<file path="src/rtl/uart_top.sv">
// uart_top: 8-bit, even-parity, one-stop-bit UART with internal loopback.
// A shared baud generator times both the transmitter and the receiver. The
// transmitter's serial line feeds the receiver directly; there is no pin.
//
// Ports
//   clk              system clock, rising edge
//   rstn             asynchronous active-low reset
//   sel[1:0]         bit time: 00=32, 01=16, 10=8, 11=4 clk cycles
//   tx_start         request to send tx_data_in (accepted only when TX idle)
//   tx_data_in[7:0]  byte to transmit, captured on acceptance
//   rx_data_out[7:0] last byte received
//   parity_bit_error last received frame failed even parity
//   stop_bit_error   last received frame's stop bit sampled 0
//   clk_out          baud clock, one period per bit time
module uart_top (
  input  logic       clk,
  input  logic       rstn,
  input  logic [1:0] sel,
  input  logic       tx_start,
  input  logic [7:0] tx_data_in,
  output logic [7:0] rx_data_out,
  output logic       parity_bit_error,
  output logic       stop_bit_error,
  output logic       clk_out
);

  typedef enum logic [2:0] {
    TX_IDLE, TX_WAIT, TX_START, TX_DATA, TX_PARITY, TX_STOP
  } tx_state_t;

  typedef enum logic [2:0] {
    RX_IDLE, RX_START, RX_DATA, RX_PARITY, RX_STOP
  } rx_state_t;

  tx_state_t  tx_state, tx_next;
  rx_state_t  rx_state, rx_next;

  logic [1:0] sel_q;
  logic [1:0] sel_eff;
  logic [5:0] n_bit;
  logic [5:0] n_half;
  logic [5:0] cnt;
  logic       tick;
  logic       both_idle;

  logic [7:0] tx_data;
  logic [2:0] tx_idx;
  logic       serial;

  logic       serial_q;
  logic [5:0] rx_cnt;
  logic [2:0] rx_idx;
  logic [7:0] rx_shift;
  logic       rx_par;
  logic       mid;

  // While both sides are idle the divisor follows sel combinationally (this
  // also covers reset); the registered copy takes over once a frame starts.
  assign both_idle = (tx_state == TX_IDLE) && (rx_state == RX_IDLE);
  assign sel_eff   = both_idle ? sel : sel_q;

  always_comb begin
    n_bit = 6'd4;
    case (sel_eff)
      2'b00:   n_bit = 6'd32;
      2'b01:   n_bit = 6'd16;
      2'b10:   n_bit = 6'd8;
      default: n_bit = 6'd4;
    endcase
  end

  assign n_half  = {1'b0, n_bit[5:1]};
  // ">=" so a shrinking divisor in idle never lets the counter run away.
  assign tick    = (cnt >= n_bit - 6'd1);
  assign clk_out = (cnt >= n_half);

  always_ff @(posedge clk or negedge rstn) begin
    if (!rstn) begin
      cnt   <= '0;
      sel_q <= '0;
    end else begin
      cnt <= tick ? '0 : cnt + 6'd1;
      if (both_idle) sel_q <= sel;
    end
  end

  // ---------------- transmitter ----------------
  always_ff @(posedge clk or negedge rstn) begin
    if (!rstn) tx_state <= TX_IDLE;
    else       tx_state <= tx_next;
  end

  always_comb begin
    tx_next = tx_state;
    case (tx_state)
      TX_IDLE:   if (tx_start) tx_next = TX_WAIT;
      TX_WAIT:   if (tick) tx_next = TX_START;
      TX_START:  if (tick) tx_next = TX_DATA;
      TX_DATA:   if (tick && tx_idx == 3'd7) tx_next = TX_PARITY;
      TX_PARITY: if (tick) tx_next = TX_STOP;
      TX_STOP:   if (tick) tx_next = TX_IDLE;
      default:   tx_next = TX_IDLE;
    endcase
  end

  always_comb begin
    serial = 1'b1;
    case (tx_state)
      TX_START:  serial = 1'b0;
      TX_DATA:   serial = tx_data[tx_idx];
      TX_PARITY: serial = ^tx_data;
      default:   serial = 1'b1;
    endcase
  end

  always_ff @(posedge clk or negedge rstn) begin
    if (!rstn) begin
      tx_data <= '0;
      tx_idx  <= '0;
    end else begin
      if (tx_state == TX_IDLE && tx_start) tx_data <= tx_data_in;
      if (tx_state != TX_DATA)             tx_idx  <= '0;
      else if (tick)                       tx_idx  <= tx_idx + 3'd1;
    end
  end

  // ---------------- receiver ----------------
  // rx_cnt is the position within the current bit. The falling edge is seen
  // one cycle after the line drops, so counting resumes at 1, and the mid-bit
  // sample lands at position N/2 of every bit.
  assign mid = (rx_cnt == n_half);

  always_ff @(posedge clk or negedge rstn) begin
    if (!rstn) rx_state <= RX_IDLE;
    else       rx_state <= rx_next;
  end

  always_comb begin
    rx_next = rx_state;
    case (rx_state)
      RX_IDLE:   if (serial_q && !serial) rx_next = RX_START;
      RX_START:  if (mid) rx_next = serial ? RX_IDLE : RX_DATA;
      RX_DATA:   if (mid && rx_idx == 3'd7) rx_next = RX_PARITY;
      RX_PARITY: if (mid) rx_next = RX_STOP;
      RX_STOP:   if (mid) rx_next = RX_IDLE;
      default:   rx_next = RX_IDLE;
    endcase
  end

  always_ff @(posedge clk or negedge rstn) begin
    if (!rstn) begin
      serial_q         <= 1'b1;
      rx_cnt           <= 6'd1;
      rx_idx           <= '0;
      rx_shift         <= '0;
      rx_par           <= 1'b0;
      rx_data_out      <= '0;
      parity_bit_error <= 1'b0;
      stop_bit_error   <= 1'b0;
    end else begin
      serial_q <= serial;

      if (rx_state == RX_IDLE)          rx_cnt <= 6'd1;
      else if (rx_cnt >= n_bit - 6'd1)  rx_cnt <= '0;
      else                              rx_cnt <= rx_cnt + 6'd1;

      if (rx_state != RX_DATA) rx_idx <= '0;
      else if (mid) begin
        rx_idx   <= rx_idx + 3'd1;
        rx_shift <= {serial, rx_shift[7:1]};
      end

      if (rx_state == RX_PARITY && mid) rx_par <= serial;

      if (rx_state == RX_STOP && mid) begin
        rx_data_out      <= rx_shift;
        parity_bit_error <= (rx_par != ^rx_shift);
        stop_bit_error   <= ~serial;
      end
    end
  end

endmodule

</file>
<file path="config.mk">
export PLATFORM = sky130hd
export DESIGN_NAME = uart_top
export DESIGN_NICKNAME = d
export VERILOG_FILES = /design/src/rtl/uart_top.sv
export SDC_FILE = /design/constraint.sdc
export NUM_CORES = 1
export LEC_CHECK = 0
export ABC_AREA = 1
export ABC_CLOCK_PERIOD_IN_PS = 3500
export CORE_MARGIN = 1.5
export CORE_UTILIZATION = 60
export DETAILED_ROUTE_END_ITERATION = 12
export GPL_ROUTABILITY_DRIVEN = 1
export GPL_TIMING_DRIVEN = 0
export PLACE_DENSITY = 0.8
export SLEW_MARGIN = 30
export SYNTH_ARGS = -nofsm -noshare
export SYNTH_HDL_FRONTEND = slang
export SYNTH_SLANG_ARGS = --single-unit
</file>
<file path="constraint.sdc">
create_clock -name clk -period 3.5 [get_ports clk]
set_input_delay 0.875 -clock clk [delete_from_list [all_inputs] [get_ports clk]]
set_output_delay 0.875 -clock clk [all_outputs]
set_load 0.01 [all_outputs]
</file>
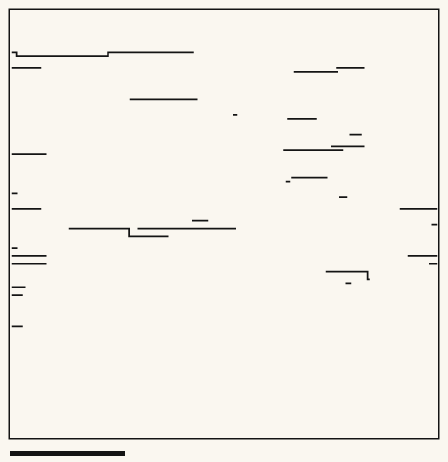
(images/m3.png)
Bar = 20 um.
The layer carries 180 um of wire. The layer holds 3.3% of the routed length.

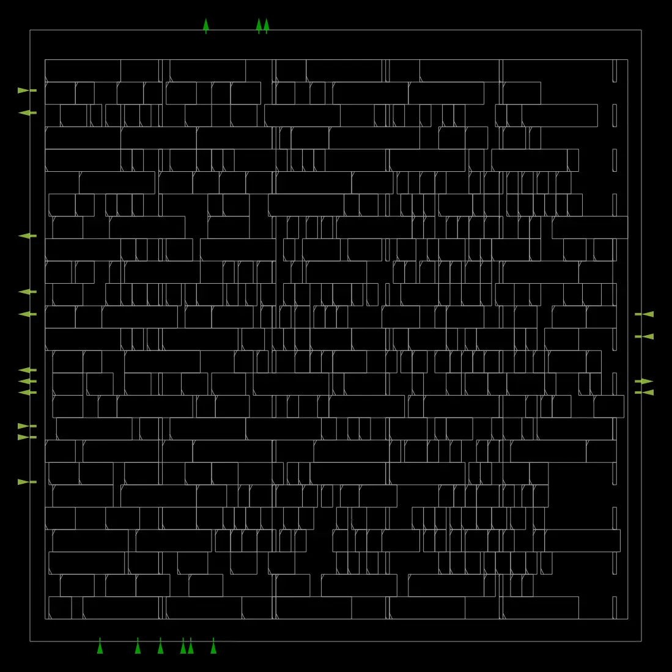
(images/placed.png)
number of fill cells: 405
post-layout util: 73.1%
flip-flops: 54

critical path, delay by kind of cell:
family / cells / cell delay, ns
buf+inv: 3 / 0.72
compound gates: 2 / 0.30
fa+ha+maj: 1 / 0.26
simple gates: 5 / 0.33
power by group through the flow:
| stage | Sequential (mW) | Clock [mW] | Combinational (mW) |
|---|---|---|---|
| 5_1_grt | 0.939 | 0.441 | 1.52 |
| 3_3_place_gp | 0.920 | 0 | 1.23 |
| 2_1_floorplan | 0.893 | 0 | 1.02 |
| 3_5_place_dp | 0.926 | 0 | 1.28 |
| 4_1_cts | 0.915 | 0.419 | 1.34 |
| 6_report | 0.915 | 0.410 | 1.32 |
synthesized netlist by cell type:
library cell  count  area share [%]
a21o_1            1            0.25
a21oi_1           5            0.82
a21oi_2           1            0.29
buf_4             1            0.25
buf_6             3             1.1
clkinv_2          1            0.16
dfrtp_1          52              43
dfstp_2           2             1.7
ha_1             14             5.7
inv_1            38             4.7
inv_2             5            0.61
inv_4             1            0.21
mux2_2            8             3.0
mux2i_1           1            0.33
nand2_1          75             9.2
nand2_2          17             3.5
nand2_4           5             1.8
nand3_1          25             4.1
nand3b_1          1            0.25
nand4_1           2            0.41
nor2_1           37             4.5
nor2_2            1            0.21
nor2_4            2            0.74
nor2_8            1            0.66
nor3_1            1            0.16
nor3b_1           1            0.25
nor4_1            1            0.21
o211ai_1          1            0.25
o21ai_0          22             3.6
o21ai_1           1            0.16
o21ai_2          10             2.9
o21bai_1          1            0.25
or2_2             1            0.21
xnor2_1           7             2.0
xor2_1           10             2.9
state kept, by name, summed over array words and instances (netlist names):
signal,cells
tx_data,8
parity_bit_error,1
rx_par,1
rx_idx,3
tx_idx,3
tx_state,3
rx_cnt,6
stop_bit_error,1
serial_q,1
rx_state,3
cnt,6
sel_q,2
rx_data_out,8
rx_shift,8
layout make-up:
class,instances,area share (%)
multi-input combinational,252,42.3
buffer,4,1.17
inverter,45,4.90
tap,67,2.38
clock buffer,5,1.95
timing repair buffer,28,7.75
clock inverter,3,1.14
sequential,54,38.5
layer usage:
metal | up-vias | share of wire [%] | GRT usage, %
met5 | - | 0 | 0
met4 | 0 | 1.7 | 7.27
met3 | 10 | 3.3 | 3.93
met2 | 43 | 47 | 37.2
met1 | 1084 | 48 | 29.6
li1 | 1202 | - | -
logic make-up (layout without fill, tap and decap cells):
| family | Yosys count | count (layout) |
|---|---|---|
| adder cells (fa/ha/maj) | 14 | 14 |
| AND-OR/OR-AND | 42 | 42 |
| flip-flops | 54 | 54 |
| AND/OR/NAND/NOR | 170 | 170 |
| multiplexers | 9 | 9 |
| buffers and inverters | 49 | 85 |
| XOR/XNOR | 17 | 17 |
timing repair:
item / 4_1_cts / 5_1_grt
resized: 3 / 3
setup endpoints to repair: 1 / 1
pin swaps: 4 / 1
buffers inserted: 4 / 0
final timing paths:
| path | from | endpoint | slack, ns |
|---|---|---|---|
| max | sel[1] | clk_out | 0.14 |
| min reg2reg | rx_idx[2] | rx_idx[2] | 0.49 |
| min | rstn | tx_data[4] | 0.46 |
| max reg2reg | rx_state[0] | rx_data_out[1] | 0.84 |
| max in group asynchronous | rstn | rx_cnt[0] | 2.49 |
| min in group clk | rx_idx[2] | rx_idx[2] | 0.49 |
==> qor.yml <==
floorplanning:
  chip_area_sq_um: 5520
  die_w_um: 74.3
  placementRows: 25
place:
  portBuffers: 23
  dpl_cell_area_sq_um: 3380
  place_congestion: 0.841
  dp_hpwl_um: 4030
setup_path:
  path_cells: "clkdlybuf4s50_1 -> nand2_2 -> nand2_4 -> buf_4 -> nand2_2 -> ha_1 -> a21oi_1 -> nor2_1 -> o21ai_1 -> nand2_1 -> clkbuf_2"
  cp-start-kind: "input pin"
cts:
  clk_path_buf_depth: 2
  numCtsBuffers: 5
  path_clk_slew_ns: 0.10
synthesis:
  xor_area_share_pct: 4.88
  netlist_area_sq_um: 3050
  synth-seq-cells: 54
  synth_warnings: 0
  ys_cells: 355
  mux_share_pct: 3.28
global_route:
  grt.overflow.total: 0
  grt_start_max_net_pins: 34
  grt_usage_pct: 22.3
cells_and_area:
  fin_nets: 417
  layout_top_cell: "nand2_1"
  comb_area_sq_um: 1490
power_and_ir_drop:
  intPower_mw: 1.52
  pwr-share-comb_pct: 50.0
sta:
  fin_skew_ns: 0.00851
  setup_viol: 0
run_status:
  status: "finished, final reports clean"
routing:
  post_drt_wl_per_cell_um: 12.0
  wirelength_um: 5510
  dr.pass1.iters: 4
Power figures rest on the tool's default switching activity, not on a simulated workload.
